==> config.mk <==
export PLATFORM = sky130hd
export DESIGN_NAME = ad
export DESIGN_NICKNAME = d
export VERILOG_FILES = /design/src/rtl/ad.sv
export SDC_FILE = /design/constraint.sdc
export NUM_CORES = 1
export LEC_CHECK = 0
export CORE_ASPECT_RATIO = 0.5
export CORE_MARGIN = 2
export CORE_UTILIZATION = 46
export DETAILED_ROUTE_END_ITERATION = 12
export PLACE_DENSITY = 0.81
export SETUP_SLACK_MARGIN = 0.05
export SYNTH_ARGS = -nofsm -noshare
export SYNTH_HDL_FRONTEND = slang
export SYNTH_SLANG_ARGS = --single-unit
==> constraint.sdc <==
create_clock -name clk -period 3 [get_ports clk]
set_input_delay 0.6 -clock clk [delete_from_list [all_inputs] [get_ports clk]]
set_output_delay 0.6 -clock clk [all_outputs]
set_load 0.02 [all_outputs]
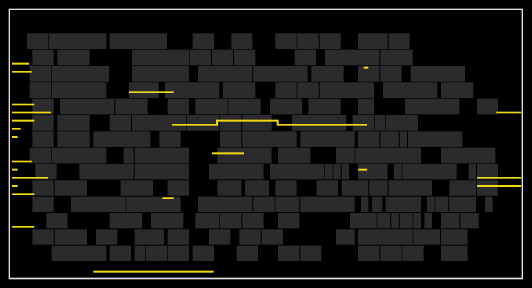
**Above:** met3 routing.
Scale: 6 px per um. Cells faint in the background.
main direction: horizontal
wire length on this layer: 124 um
nets with wire on the layer: 18
longest straight run: 19.8 um
share of all routed wire: 4.2%
GR met3 Demand/Resource: 5.04%
vias: 939
final wirelength: 2.95 mm

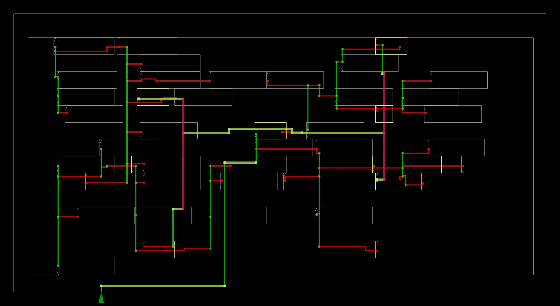
**Above:** the clock network.
Clock Buffer Count: 5
total number of clock tree sinks: 36
total number of sequential cells: 36

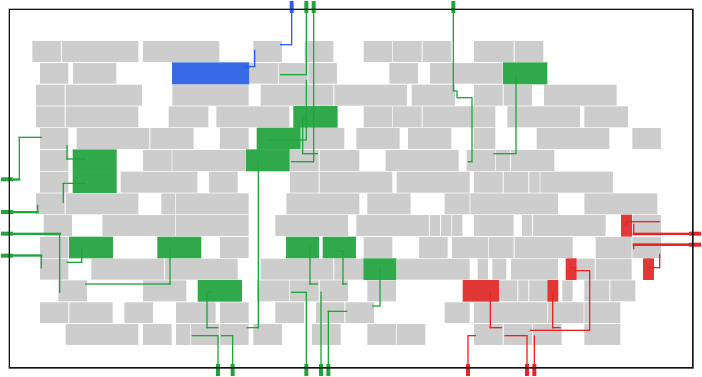
**Above:** port wiring.
Scale: 8 px per um.
[red] sample_clock_i | bits: 5 | direction: input | edge: 3 bottom, 2 right | end cells: 5 | wire: 67.1 um
[green] ad2_in | bits: 12 | direction: input | edge: 5 bottom, 4 left, 3 top | end cells: 12 | wire: 229 um
[blue] vs_o | bits: 1 | direction: output | edge: top | end cells: 1 | wire: 8.90 um
Buffers on Ports: 60
number of placed I/O pins: 61

==> tab_implementation.tex <==
% Synthesis and place-and-route results
\begin{tabular}{lr}
\hline
Metric & Value \\
\hline
\multicolumn{2}{l}{\textbf{Floorplanning}} \\
\quad Floorplan utilization & between 40\% and 50\% \\
\quad Chip height & $\sim$45 um \\
\quad Number of core rows & 14 \\
\multicolumn{2}{l}{\textbf{Status}} \\
\quad Outcome & finished, final reports clean \\
\multicolumn{2}{l}{\textbf{Clock network}} \\
\quad Post-CTS Resized & 0 \\
\quad CTS H-tree depth & 2 \\
\quad Max Root-Sink Buffers & 2 \\
\multicolumn{2}{l}{\textbf{Yosys}} \\
\quad Cells taking the most area after synthesis & sky130\_fd\_sc\_hd\_\_dfrtp\_1 49\%, sky130\_fd\_sc\_hd\_\_mux2\_4 20\%, sky130\_fd\_sc\_hd\_\_dfstp\_2 10\% \\
\quad Area leader, netlist & sky130\_fd\_sc\_hd\_\_dfrtp\_1 \\
\quad EDFF count, synth & 0 \\
\quad Async SR Flop Fraction & 100\% \\
\quad Floorplan net count & 134 \\
\quad Primary FF master, synth & sky130\_fd\_sc\_hd\_\_dfrtp\_1 \\
\quad \#FFs+latches synth & 36 \\
\quad Dominant cell by count in the synthesized netlist & sky130\_fd\_sc\_hd\_\_dfrtp\_1 \\
\quad Per-instance average area after synthesis & between 15 and 20 um2 \\
\quad Post-Synthesis Cell Area & 0.00152 mm2 \\
\quad Portion of synthesized cell area occupied by the leading cell type & between 40\% and 50\% \\
\quad Most common library cells after synthesis & 30 x sky130\_fd\_sc\_hd\_\_dfrtp\_1, 20 x sky130\_fd\_sc\_hd\_\_mux2\_4, 6 x sky130\_fd\_sc\_hd\_\_dfstp\_2, 6 x sky130\_fd\_sc\_hd\_\_ha\_1, 6 x sky130\_fd\_sc\_hd\_\_inv\_1 \\
\multicolumn{2}{l}{\textbf{Setup path}} \\
\quad Critical Path Slowest Stage Cell & sky130\_fd\_sc\_hd\_\_clkdlybuf4s50\_1 \\
\quad Crit path required time & 3180 ps \\
\quad Highest fanout seen on the critical path & 24 \\
\quad Worst setup slack for register-to-register paths & $\sim$1100 ps \\
\quad CP peak stage delay & between 400 and 500 ps \\
\quad Arrival time at the worst endpoint & 2420 ps \\
\quad Critical Path Sink Type & flip-flop \\
\multicolumn{2}{l}{\textbf{Timing}} \\
\quad Worst Skew & 2.37 ps \\
\quad RSZ-0062 raised after global routing & no \\
\quad Max frequency & 446 MHz \\
\quad Post-layout period usage of the worst path & about three quarters \\
\quad Final worst path period need & approximately 2200 ps \\
\quad Slew margin rel. & 49.0\% \\
\quad Final hold viol count & 0 \\
\multicolumn{2}{l}{\textbf{Layout}} \\
\quad Final instance count without filler cells & 200 \\
\quad Most used logic cell in the final layout & sky130\_fd\_sc\_hd\_\_clkdlybuf4s50\_1 \\
\quad Storage element area & around 910 um2 \\
\quad Antenna diode count & 0 \\
\quad Commonest cells after routing, fill and taps aside & 59 x sky130\_fd\_sc\_hd\_\_clkdlybuf4s50\_1, 30 x sky130\_fd\_sc\_hd\_\_dfrtp\_1, 20 x sky130\_fd\_sc\_hd\_\_mux2\_4 \\
\quad Fillers & 211 \\
\quad Share of post-route cells with drive strength above 1 & 28.1\% \\
\quad End-of-flow core utilization & between 70\% and 80\% \\
\multicolumn{2}{l}{\textbf{Pwr}} \\
\quad Switching share of power & 33.8\% \\
\quad Reported net switching power & $\sim$0.00086 W \\
\quad Overall Power & 0.00256 W \\
\quad Standby leakage power & 1.06 nW \\
\quad Sequential share of power & 33.2\% \\
\quad Power Density & between 1000 and 1500 mW/mm2 \\
\quad Internal cell power & 0.00169 W \\
\quad Clock power frac & 16.7\% \\
\quad Worst supply voltage drop on vdd & 737 uV \\
\multicolumn{2}{l}{\textbf{GRT}} \\
\quad Via count of the first global-routing pass & between 1000 and 1500 \\
\quad Number of antenna violations at the first check in global routing & 0 \\
\quad Total gr overflow & 0 \\
\multicolumn{2}{l}{\textbf{Route}} \\
\quad Remaining design rule violation count & 0 \\
\quad Drt wl/cell & $\sim$15 um \\
\multicolumn{2}{l}{\textbf{Run}} \\
\quad Warning total across the stage logs & 26 \\
\hline
\end{tabular}
area by class of cell:
type	instances	area share (%)
sequential	36	40.2
clock buffer	5	3.04
tap	40	2.21
inverter	6	0.996
clock inverter	3	1.88
timing repair buffer	61	27.2
multi-input combinational	49	24.5
kinds of logic (layout without fill, tap and decap cells):
family	count (synthesis)	after routing	synth area share, %
mux	24	24	22.7
flops	36	36	59.8
simple gates	11	11	3.38
fa+ha+maj	6	6	4.94
compound gates	4	4	3.05
buf+inv	10	75	3.79
xor+xnor	4	4	2.31
critical path, delay by kind of cell:
kind	cells	cell delay, ps
adder cells (fa/ha/maj)	1	320
buffers and inverters	3	740
AND-OR/OR-AND	2	400
multiplexers	1	350
layer usage:
metal | wire length, um | GRT usage, %
met1 | 1240 | 19.7
met2 | 1550 | 29.5
met3 | 124 | 5.04
met4 | 34 | 8.57
met5 | 0 | 0
per-stage QoR:
stage / hold WS (ps) / area [um2]
5_1_grt: 362 / 2260
4_1_cts: 360 / 2260
3_5_place_dp: 349 / 2150
3_3_place_gp: 345 / 2150
2_1_floorplan: 304 / 1520
6_report: 359 / 2260
power by group through the flow:
stage | Sequential (W) | Clock (W) | Combinational [W]
finish | 0.000848 | 0.000427 | 0.00128
detailed placement | 0.000848 | 0 | 0.00129
floorplan | 0.00104 | 0 | 0.000597
CTS | 0.000851 | 0.000431 | 0.00130
global route | 0.000873 | 0.000455 | 0.00136
global placement | 0.000845 | 0 | 0.00126
Power and IR drop assume default switching activity.
